### Register map, names as in the netlist, run 1

Other cells in grey.
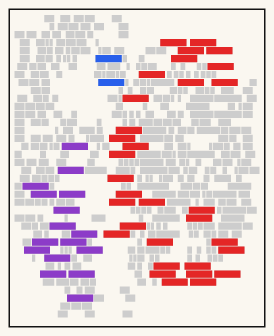
### Pin map, run 1

Pins as bars across the die edge, other pins in grey.
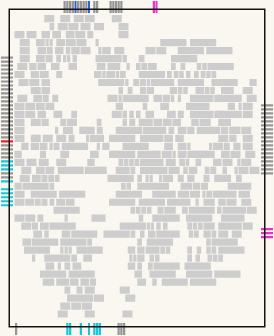
### Track usage over the die, run 1

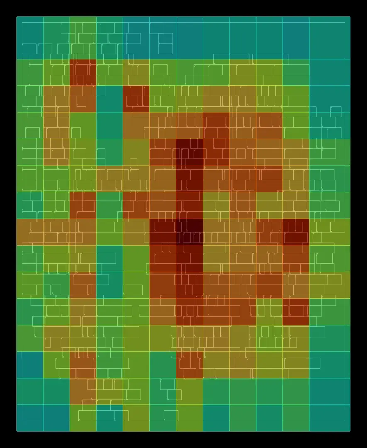
==> config.mk <==
export PLATFORM = sky130hd
export DESIGN_NAME = hazard_ctrl_sb
export DESIGN_NICKNAME = d
export VERILOG_FILES = /design/src/rtl/hazard_ctrl_sb.sv
export SDC_FILE = /design/constraint.sdc
export NUM_CORES = 1
export LEC_CHECK = 0
export ABC_CLOCK_PERIOD_IN_PS = 4400
export CORE_ASPECT_RATIO = 1.25
export CORE_UTILIZATION = 40
export CTS_CLUSTER_SIZE = 30
export DETAILED_ROUTE_END_ITERATION = 12
export MAX_ROUTING_LAYER = met4
export PLACE_DENSITY = 0.78
export SLEW_MARGIN = 20
export SYNTH_ARGS = -nofsm -noshare
export SYNTH_HDL_FRONTEND = slang
export SYNTH_SLANG_ARGS = --single-unit
==> constraint.sdc <==
create_clock -name clk -period 4.4 [get_ports clk]
set_input_delay 0.88 -clock clk [delete_from_list [all_inputs] [get_ports clk]]
set_output_delay 0.88 -clock clk [all_outputs]
set_load 0.05 [all_outputs]
==> src/rtl/hazard_ctrl_sb.sv <==
// Scoreboard-based hazard unit for the 5-stage RISC-V pipeline: forwarding selects,
// load/multi-cycle-use interlocks, out-of-order mul/div write-back tracking and stall counting.
module hazard_ctrl_sb #(
    parameter int unsigned NREGS          = 32,
    parameter int unsigned MC_OUTSTANDING = 2,
    parameter int unsigned CNT_W          = 16,
    localparam int unsigned AW            = $clog2(NREGS),
    localparam int unsigned CW            = $clog2(MC_OUTSTANDING + 1)
) (
    input  logic             clk,
    input  logic             rst,
    input  logic [AW-1:0]    a1_d,
    input  logic [AW-1:0]    a2_d,
    input  logic [AW-1:0]    a3_d,
    input  logic             use_a1_d,
    input  logic             use_a2_d,
    input  logic             rf_we_d,
    input  logic             mc_start_d,
    input  logic [AW-1:0]    a1_e,
    input  logic [AW-1:0]    a2_e,
    input  logic [AW-1:0]    a3_e,
    input  logic             rf_we_e,
    input  logic             load_e,
    input  logic             mc_start_e,
    input  logic             pc_redirect_e,
    input  logic [AW-1:0]    a3_m,
    input  logic [AW-1:0]    a3_w,
    input  logic             rf_we_m,
    input  logic             rf_we_w,
    input  logic             mem_wait,
    input  logic             mc_done,
    input  logic [AW-1:0]    mc_dst,
    output logic [1:0]       fw_a,
    output logic [1:0]       fw_b,
    output logic             stall_f,
    output logic             stall_d,
    output logic             stall_e,
    output logic             stall_m,
    output logic             flush_d,
    output logic             flush_e,
    output logic             flush_w,
    output logic             mc_issue,
    output logic             mc_busy,
    output logic [CNT_W-1:0] stall_cnt
);

    logic [NREGS-1:0] pending;
    logic [CW-1:0]    count;
    logic [CW:0]      inflight;
    logic             issue, done_ok, lu, sb, st, hz;

    // E-stage write enable is not needed: loads and mc ops always write their a3.
    logic unused_rf_we_e;
    assign unused_rf_we_e = rf_we_e;

    function automatic logic [1:0] fwd_sel(input logic [AW-1:0] a, input logic [AW-1:0] dm,
                                           input logic [AW-1:0] dw, input logic wem,
                                           input logic wew);
        if (a == '0)
            return 2'd0;
        if (wem && a == dm)
            return 2'd1;
        if (wew && a == dw)
            return 2'd2;
        return 2'd0;
    endfunction

    always_comb begin
        issue    = mc_start_e & ~mem_wait;
        done_ok  = mc_done & (count != '0);
        lu       = (load_e | mc_start_e) & (a3_e != '0) &
                   ((use_a1_d & (a1_d == a3_e)) | (use_a2_d & (a2_d == a3_e)));
        sb       = (use_a1_d & pending[a1_d]) | (use_a2_d & pending[a2_d]) |
                   (rf_we_d & pending[a3_d]);
        inflight = {1'b0, count} + {{CW{1'b0}}, issue};
        st       = mc_start_d & (inflight >= (CW+1)'(MC_OUTSTANDING));
        hz       = lu | sb | st;

        fw_a     = 2'd0;
        fw_b     = 2'd0;
        stall_f  = 1'b0;
        stall_d  = 1'b0;
        stall_e  = 1'b0;
        stall_m  = 1'b0;
        flush_d  = 1'b0;
        flush_e  = 1'b0;
        flush_w  = 1'b0;
        mc_issue = 1'b0;
        mc_busy  = 1'b0;

        if (!rst) begin
            fw_a     = fwd_sel(a1_e, a3_m, a3_w, rf_we_m, rf_we_w);
            fw_b     = fwd_sel(a2_e, a3_m, a3_w, rf_we_m, rf_we_w);
            mc_issue = issue;
            mc_busy  = (count != '0);
            if (mem_wait) begin
                stall_f = 1'b1;
                stall_d = 1'b1;
                stall_e = 1'b1;
                stall_m = 1'b1;
                flush_w = 1'b1;
            end else if (pc_redirect_e) begin
                flush_d = 1'b1;
                flush_e = 1'b1;
            end else if (hz) begin
                stall_f = 1'b1;
                stall_d = 1'b1;
                flush_e = 1'b1;
            end
        end
    end

    // Set is applied after clear so a same-index issue/done leaves the bit set.
    always_ff @(posedge clk or posedge rst) begin
        if (rst) begin
            pending   <= '0;
            count     <= '0;
            stall_cnt <= '0;
        end else begin
            if (done_ok)
                pending[mc_dst] <= 1'b0;
            if (issue && a3_e != '0)
                pending[a3_e] <= 1'b1;
            case ({issue, done_ok})
                2'b10:   count <= count + CW'(1);
                2'b01:   count <= count - CW'(1);
                default: count <= count;
            endcase
            if (stall_f && stall_cnt != '1)
                stall_cnt <= stall_cnt + CNT_W'(1);
        end
    end

endmodule

==> results.json, run 1 <==
{
  "r2r_slack_ns": 1.62,
  "syn_nets": 409,
  "status": "finished clean",
  "ys_sh_simple": 0.154,
  "p_leak_nw": 1.84,
  "comb_cells": 271,
  "timing.setup.tns_ns": 0,
  "hold_slack_ns": 0.495,
  "logic_family": "multiplexers",
  "dp.cells": 550,
  "top_register": "pending",
  "clk_latency_ns": 0.31,
  "cap_violations": 0,
  "cts_tree": "built",
  "nets": 499,
  "buf_share": 0.208,
  "io_pins": 88,
  "fin_crit_ns": 4.24,
  "synth_seq_share": 0.350,
  "yosysUniqueCellTypes": 47,
  "final-clk-cell-share": 0.0247,
  "antennaDiodeCount": 0,
  "cp.required_ns": 3.52,
  "grt_pass1_vias": 3234,
  "drt_iter0_drc": 208,
  "slew-limit-headroom": 0.422,
  "synthAdderAreaFrac": 0.00701,
  "final_cell_area_um2": 4710,
  "place.gp.congestion": 0.953,
  "area_delta_synth_final_pct": 31.9,
  "slowest_stage": "clkdlybuf4s50_1",
  "detail_route.first_pass.iterations": 6,
  "rr_worst_depth": 8,
  "largest_area_cell": "dfrtp_1",
  "die_x_um": 86.5,
  "crit_buf_inv": 3,
  "n_all_buffers": 102,
  "rsz0062_at_grt": "no",
  "ctsHoldBuffers": 0,
  "synth_flops": 50,
  "area_leaders": "dfrtp_1, mux4_2, o21ai_0",
  "grt.met2_usage": 0.387,
  "endpoint": "stall_d",
  "syn_area_per_cell_um2": 10.3,
  "path_class": "input port to output pin",
  "finalSetupViolCount": 0,
  "maxSlewViolCount": 0,
  "max-vdd-ir-drop_uv": 270,
  "most_common_cell": "o21ai_0",
  "ys_sh_xor": 0.118,
  "drt.antenna.violating_nets": 0,
  "coreArea_um2": 8650,
  "track_usage": 0.226,
  "synth_top_area_share": 0.350,
  "num_vias": 3227,
  "tool_warnings": 27,
  "max_freq_mhz": 236,
  "min-delay-start": "stall_cnt[4]",
  "clock_path_buffers": 2,
  "grt_pass1_wl_um": 16000,
  "arrival_ns": 3.36,
  "clk_pin_slew_worst_paths_ns": 0.10,
  "stdcell_count": 559,
  "hpwl_um": 7620,
  "dominant_cells": "multi-input combinational cells",
  "tightest_slew_ns": 0.866,
  "numCtsBuffers": 5,
  "finalPower_mw": 1.68,
  "syn_inst": 348,
  "crit_start": "a3_d[1]",
  "root_buffer": "clkbuf_8",
  "post-cts-setup-buffer-count": 0,
  "top_cells_by_count": "o21ai_0, dfrtp_1, xnor2_1",
  "largest_register_ffs": 32,
  "avgViaCountPerCell": 5.77,
  "hold_end": "stall_cnt[4]",
  "crit_top_cell": "buf_4",
  "drc": 0,
  "slowest_delay_ns": 0.51,
  "worstSetupEndpointType": "output pin",
  "edf_count": 0,
  "htreeDepth": 2,
  "hold_viol": 0,
  "fillers": 790,
  "grtUsageMet1": 0.270,
  "cp_cell_sequence": "clkdlybuf4s50_1 > buf_4 > mux4_2 > mux2i_1 > o221ai_1 > a32oi_2 > nand4_1 > a21o_1 > buf_4",
  "start_kind": "input port",
  "antenna_found_initial": 0,
  "worstPathMaxFanout": 7,
  "async_flop_share": 1.00,
  "mux_share": 0.185,
  "grt_max_degree": 51,
  "fin_crit_sh": 0.964,
  "cpLargestDelayFamily": "buffers and inverters",
  "ys.flop_type": "dfrtp_1",
  "dr_wl_met2_um": 4940,
  "comb_share": 0.464,
  "r2r-end": "stall_cnt[1]",
  "pwr_density_cell_nw_per_um2": 357
}
-- 'Register map, names as in the netlist' (at the start) --
Blue is `count`, sequential cells 2. Purple is `stall_cnt`, sequential cells 16. Red is `pending`, sequential cells 32.
Seq/total area: 0.266
fin util: 0.545
P_seq: 677 µW
Reg area: 1250 µm²

-- 'Pin map' (at the start) --
Red is `mem_wait`, pins 1, direction input, edge left. Magenta is `mc_dst`, pins 5, direction input, edge 3 right, 2 top. Cyan is `stall_cnt`, pins 16, direction output, edge 9 left, 7 bottom. Blue is `fw_a`, pins 2, direction output, edge top.
All pins by edge: 37 left, 21 right, 19 top, 11 bottom.
port buffer count: 86
die height: 108 µm

-- 'Track usage over the die' (at the start) --
GRT busiest layer: met2
met3 GRT Util: 0.0353
WL/cell: 17.8 µm

## run 1: report_power, final
| group | internal (mW) | switching (mW) |
|---|---|---|
| Sequential | 0.562 | 0.116 |
| Combinational | 0.320 | 0.347 |
| Clock | 0.174 | 0.163 |
| Total | 1.06 | 0.625 |
## run 1: layout by cell type (no fill, tap or decap), types with 3 or more instances in the layout
cell type        instances
mux2_2                   9
mux2i_1                  6
o22ai_1                  3
o21ai_0                 66
and4_1                   3
or4_1                    3
nand2b_1                 5
nor2b_1                  5
mux4_2                  17
nor2_1                  17
inv_1                    7
dfrtp_1                 50
o221ai_1                 3
clkdlybuf4s50_1         81
nand3_1                 11
xor2_1                  11
nand3b_1                 7
mux4_1                   4
clkbuf_8                 5
nand4_1                 12
buf_4                   19
xnor2_1                 37
or3_1                    5
nand2_1                 16
and3_1                   4
### Signal wires on met3, run 1

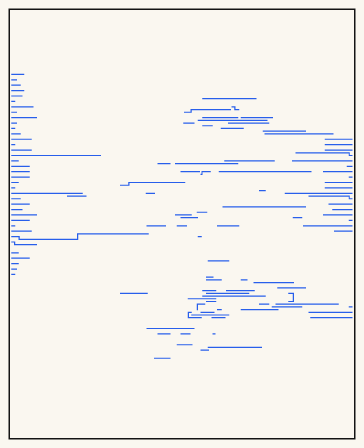

==> run 2: changes to the inputs <==
PLACE_DENSITY = 0.75   (was 0.78)
### Signal wires on met3, run 2

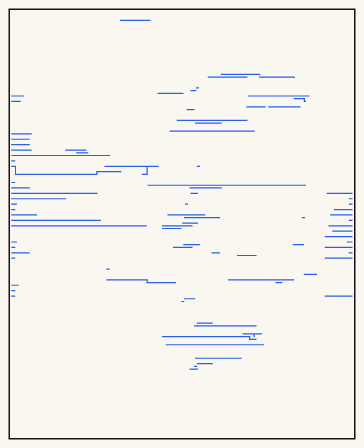
The layer carries 627 µm of wire. 73 nets have wire on it.
met3 GRT Util: 0.0445
via count: 3171
final WL: 10200 µm

==> run 2 against run 1 <==
  * Sequential share of layout area about the same
  * Fmax increased by 0.14%
  * Critical endpoint is now flush_e
  * Sequential cell count unchanged
  * Critical path depth fell by 1
  * Via count is 1.7% lower
==> results.json, run 2 <==
{
  "status": "finished clean",
  "grt_pass1_wl_um": 16400,
  "clk_pin_slew_worst_paths_ns": 0.10,
  "finalSetupViolCount": 0,
  "detail_route.first_pass.iterations": 4,
  "timing.setup.tns_ns": 0,
  "final_cell_mix": "clkdlybuf4s50_1, o21ai_0, dfrtp_1",
  "cp_cell_sequence": "clkdlybuf4s50_1 > mux4_2 > mux2i_1 > o221ai_1 > a32oi_2 > nand4_1 > o21a_1 > buf_4",
  "async_flop_share": 1.00,
  "p_leak_nw": 1.82,
  "grt_pass1_vias": 3281,
  "hold_slack_ns": 0.503,
  "cpLargestDelayFamily": "buffers and inverters",
  "tool_warnings": 27,
  "p_sw_frac": 0.379,
  "yosysUniqueCellTypes": 47,
  "edf_count": 0,
  "arrival_ns": 3.36,
  "stdcell_count": 558,
  "start_kind": "input port",
  "cp.required_ns": 3.52,
  "p_comb_uw": 672,
  "io_buffers": 86,
  "ys.flop_type": "dfrtp_1",
  "fin_crit_sh": 0.963,
  "power_frac_seq": 0.403,
  "syn_area_per_cell_um2": 10.3,
  "cap_violations": 0,
  "clock_power_share": 0.202,
  "p_switching_uw": 644,
  "coreArea_um2": 8650,
  "synth_flops": 50,
  "max_freq_mhz": 236,
  "dr_wl_met2_um": 5330,
  "register_area_um2": 1250,
  "largest_area_cell": "dfrtp_1",
  "p_seq_uw": 684,
  "die_x_um": 86.5,
  "fin_crit_ns": 4.24,
  "endpoint": "flush_e",
  "maxPowerGroup": "registers",
  "path_class": "input port to output pin",
  "numCtsBuffers": 5,
  "mux_share": 0.185,
  "hpwl_um": 7950,
  "fin_util": 0.544,
  "worstPathMaxFanout": 6,
  "antenna_found_initial": 0,
  "syn_inst": 348,
  "drt.antenna.violating_nets": 0,
  "pg_clk_uw": 343,
  "hold_end": "stall_cnt[9]",
  "crit_buf_inv": 2,
  "io_pins": 88,
  "mostFrequentLayoutCell": "clkdlybuf4s50_1",
  "finalPower_mw": 1.70,
  "r2r-end": "stall_cnt[1]",
  "fillers": 779,
  "top_register": "pending",
  "min-delay-start": "stall_cnt[9]",
  "logic_family": "multiplexers",
  "place.gp.congestion": 0.859,
  "clk_latency_ns": 0.32,
  "synth_top_area_share": 0.350,
  "max-vdd-ir-drop_uv": 486,
  "ys_sh_simple": 0.154,
  "p_int_mw": 1.05,
  "grt_max_degree": 51,
  "synth_seq_share": 0.350
}
### Wiring by layer, run 2

Two of the layers only.
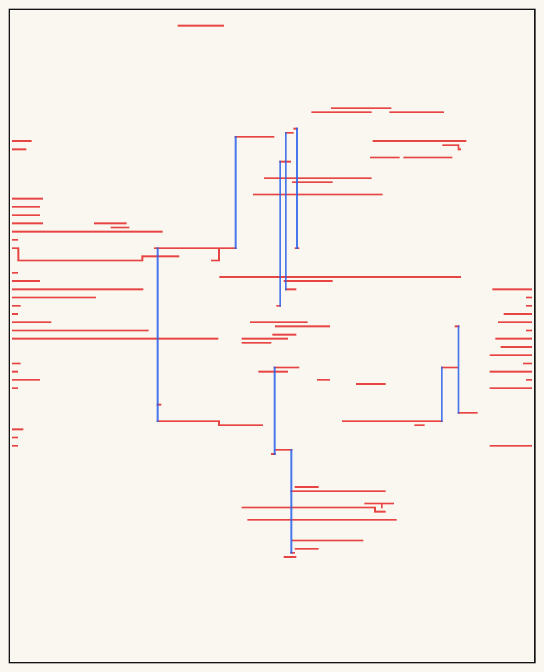
Blue is met4, wire length 171 µm. Red is met3, wire length 627 µm.
All-Layer GR Usage: 0.233
WL/cell: 18.3 µm

run 2: layout make-up:
type	instances	area share
Multi-Input combinational cell	271	0.464
Sequential cell	50	0.266
Timing Repair Buffer	101	0.206
Tap cell	120	0.0319
Clock buffer	5	0.0146
Clock inverter	3	0.0104
Inverter	8	0.00665
run 2: cell families (layout without fill, tap and decap cells):
| group | after synthesis | count (layout) |
|---|---|---|
| flip-flops | 50 | 50 |
| XOR/XNOR | 48 | 48 |
| adder cells (fa/ha/maj) | 2 | 2 |
| multiplexers | 37 | 37 |
| AND/OR/NAND/NOR | 99 | 99 |
| AND-OR/OR-AND | 85 | 85 |
| buffers and inverters | 27 | 117 |
run 2: layer usage:
metal  track usage  vias to the layer above
li1              -                     1477
met1         0.271                     1547
met2         0.406                      127
met3        0.0445                       20
met4        0.0714                        0
met5             -                        -
==> run 3: changes to the inputs <==
ABC_AREA = 0   (was default)
CAP_MARGIN = 0   (was default)
### Pin map, run 3

Pins as bars across the die edge, other pins in grey.
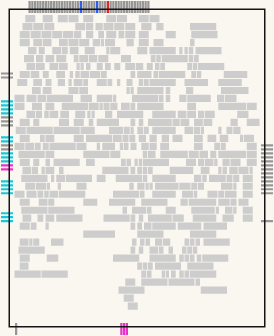
Red is `mem_wait`, pins 1, direction input, edge top. Magenta is `mc_dst`, pins 5, direction input, edge 3 bottom, 2 left. Cyan is `stall_cnt`, pins 16, direction output, edge left. Blue is `fw_a`, pins 2, direction output, edge top.
Die X: 86.5 µm

### Track usage over the die, run 3

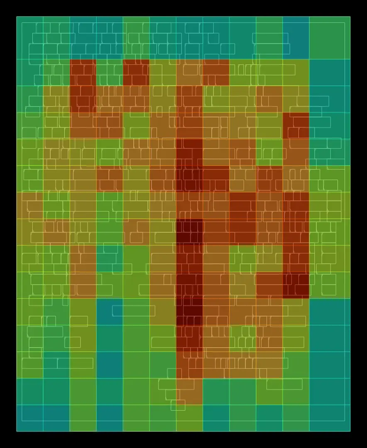
GRT met1 Usage: 0.271
fin util: 0.544
met2 usage: 0.406

==> run 3 against run 2 <==
  * Global-route usage is the same
  * Routed wire length is the same
  * Non-clock buffer count unchanged
  * Final area stayed put
  * Clock-buffer cell count stayed put
  * Area after synthesis did not move
  * Fmax is the same
  * Die size unchanged
  * Via count is the same
  * Largest power group unchanged
==> results.json, run 3 <==
{
  "met3_usage": 0.0445,
  "hold_slack_ns": 0.503,
  "max-vdd-ir-drop_uv": 486,
  "clock_path_buffers": 2,
  "cp_cell_sequence": "clkdlybuf4s50_1 > mux4_2 > mux2i_1 > o221ai_1 > a32oi_2 > nand4_1 > o21a_1 > buf_4",
  "cts_sinks": 50,
  "pg_clk_uw": 343,
  "grt_pass1_vias": 3281,
  "syn_nets": 409,
  "clock_power_share": 0.202,
  "arrival_ns": 3.36,
  "hold_viol": 0,
  "drive_gt1_frac": 0.137,
  "coreArea_um2": 8650,
  "ys_sh_simple": 0.154,
  "synth_flops": 50,
  "synthAoiAreaFrac": 0.148,
  "track_usage": 0.233,
  "post-cts-setup-buffer-count": 0,
  "mostFrequentLayoutCell": "clkdlybuf4s50_1",
  "hold_path_depth": 1,
  "worstPathMaxFanout": 6,
  "wirelength_met1_um": 4080,
  "synth_area_um2": 3570,
  "power_frac_seq": 0.403,
  "tightest_slew_ns": 0.865,
  "finClkSkew_ns": 0.0155,
  "io_buffers": 86,
  "detail_route.first_pass.iterations": 4,
  "placed_cell_area_um2": 4580,
  "slew-limit-headroom": 0.422,
  "setup_ws_ns": 0.165,
  "finalPower_mw": 1.70,
  "start_kind": "input port",
  "max_freq_mhz": 236,
  "avgViaCountPerCell": 5.68,
  "hpwl_um": 7950,
  "wl_met3_um": 627,
  "stdcell_count": 558,
  "area_delta_synth_final_pct": 31.7,
  "yosysUniqueCellTypes": 47,
  "slowest_stage": "clkdlybuf4s50_1",
  "num_vias": 3171,
  "cap_violations": 0,
  "mux_share": 0.185,
  "nets": 498,
  "path_class": "input port to output pin",
  "p_leak_nw": 1.82,
  "worstSetupEndpointType": "output pin",
  "pwr_density_cell_nw_per_um2": 361,
  "dp.cells": 550,
  "dp_slack_ns": 0.0457,
  "row_count": 38,
  "p_sw_frac": 0.379,
  "drc": 0,
  "crit_buf_inv": 2,
  "cp.required_ns": 3.52,
  "p_seq_uw": 684,
  "area_leaders": "dfrtp_1, mux4_2, o21ai_0",
  "p_comb_uw": 672,
  "ctsHoldBuffers": 0,
  "yosys_cells": 348,
  "p_int_mw": 1.05,
  "highest_layer": "met4",
  "rr_worst_depth": 7,
  "rsz0062_at_grt": "no",
  "finalSetupViolCount": 0,
  "clk_pin_slew_worst_paths_ns": 0.10,
  "clk_latency_ns": 0.32,
  "pwr-share-comb": 0.396,
  "dr_wl_met2_um": 5330,
  "async_flop_share": 1.00,
  "grt-busiest-layer": "met2",
  "place.gp.congestion": 0.859,
  "largest_area_cell": "dfrtp_1",
  "ys_sh_xor": 0.118,
  "ctsResizeCount": 0,
  "drt.antenna.violating_nets": 0,
  "syn_inst": 348,
  "ys_area_um2": 3570,
  "worst-path-stages": 8,
  "antenna_found_initial": 0,
  "top_register": "pending",
  "maxPowerGroup": "registers",
  "final_cell_area_um2": 4700,
  "grt_pass1_wl_um": 16400,
  "ys.flop_type": "dfrtp_1",
  "fin_crit_sh": 0.963,
  "largest_register_ffs": 32,
  "die-area_um2": 9310,
  "edf_count": 0,
  "cpLargestDelayFamily": "buffers and inverters",
  "io_pins": 88,
  "synthAdderAreaFrac": 0.00701,
  "root_buffer": "clkbuf_8",
  "p_switching_uw": 644,
  "most_common_cell": "o21ai_0",
  "slowest_delay_ns": 0.72,
  "grt_max_degree": 51,
  "numCtsBuffers": 5,
  "hold_path_class": "flip-flop to flip-flop",
  "cts_tree": "built",
  "status": "finished clean",
  "top_regs": "pending: 32 flops, stall_cnt: 16 flops, count: 2 flops",
  "final_cell_mix": "clkdlybuf4s50_1, o21ai_0, dfrtp_1",
  "syn_area_per_cell_um2": 10.3,
  "synth_top_area_share": 0.350,
  "fin_crit_ns": 4.24,
  "top_cells_by_count": "o21ai_0, dfrtp_1, xnor2_1",
  "wl_um": 10200,
  "timing.setup.tns_ns": 0,
  "tool_warnings": 27,
  "logic_family": "multiplexers",
  "antennaDiodeCount": 0,
  "grt_overflow": 0,
  "synth_seq_share": 0.350,
  "drt_iter0_drc": 232,
  "fp-utilization": 0.413,
  "htreeDepth": 2,
  "maxSlewViolCount": 0,
  "synth_warnings": 0,
  "wl_per_cell_um": 18.3
}
==> run 3: cell counts in the layout (fill, tap and decap cells not counted) <==
No cell type changed its count.
==> run 3: layout make-up <==
class	count	area, µm²
Clock inverter	3	48.8
Inverter	8	31.3
Timing Repair Buffer	101	968
Sequential cell	50	1250
Clock buffer	5	68.8
Fill cell	779	3950
Tap cell	120	150
Multi-Input combinational cell	271	2180
==> run 3: worst paths after layout <==
kind | start | to | slack [ns]
min reg2reg | stall_cnt[9] | stall_cnt[9] | 0.50
min | stall_cnt[9] | stall_cnt[9] | 0.50
max reg2reg | pending[22] | stall_cnt[1] | 1.71
max | a2_d[0] | flush_e | 0.16
min in group asynchronous | rst | pending[4] | 1.27
max in group asynchronous | rst | pending[21] | 2.63
Power and IR drop assume default switching activity.
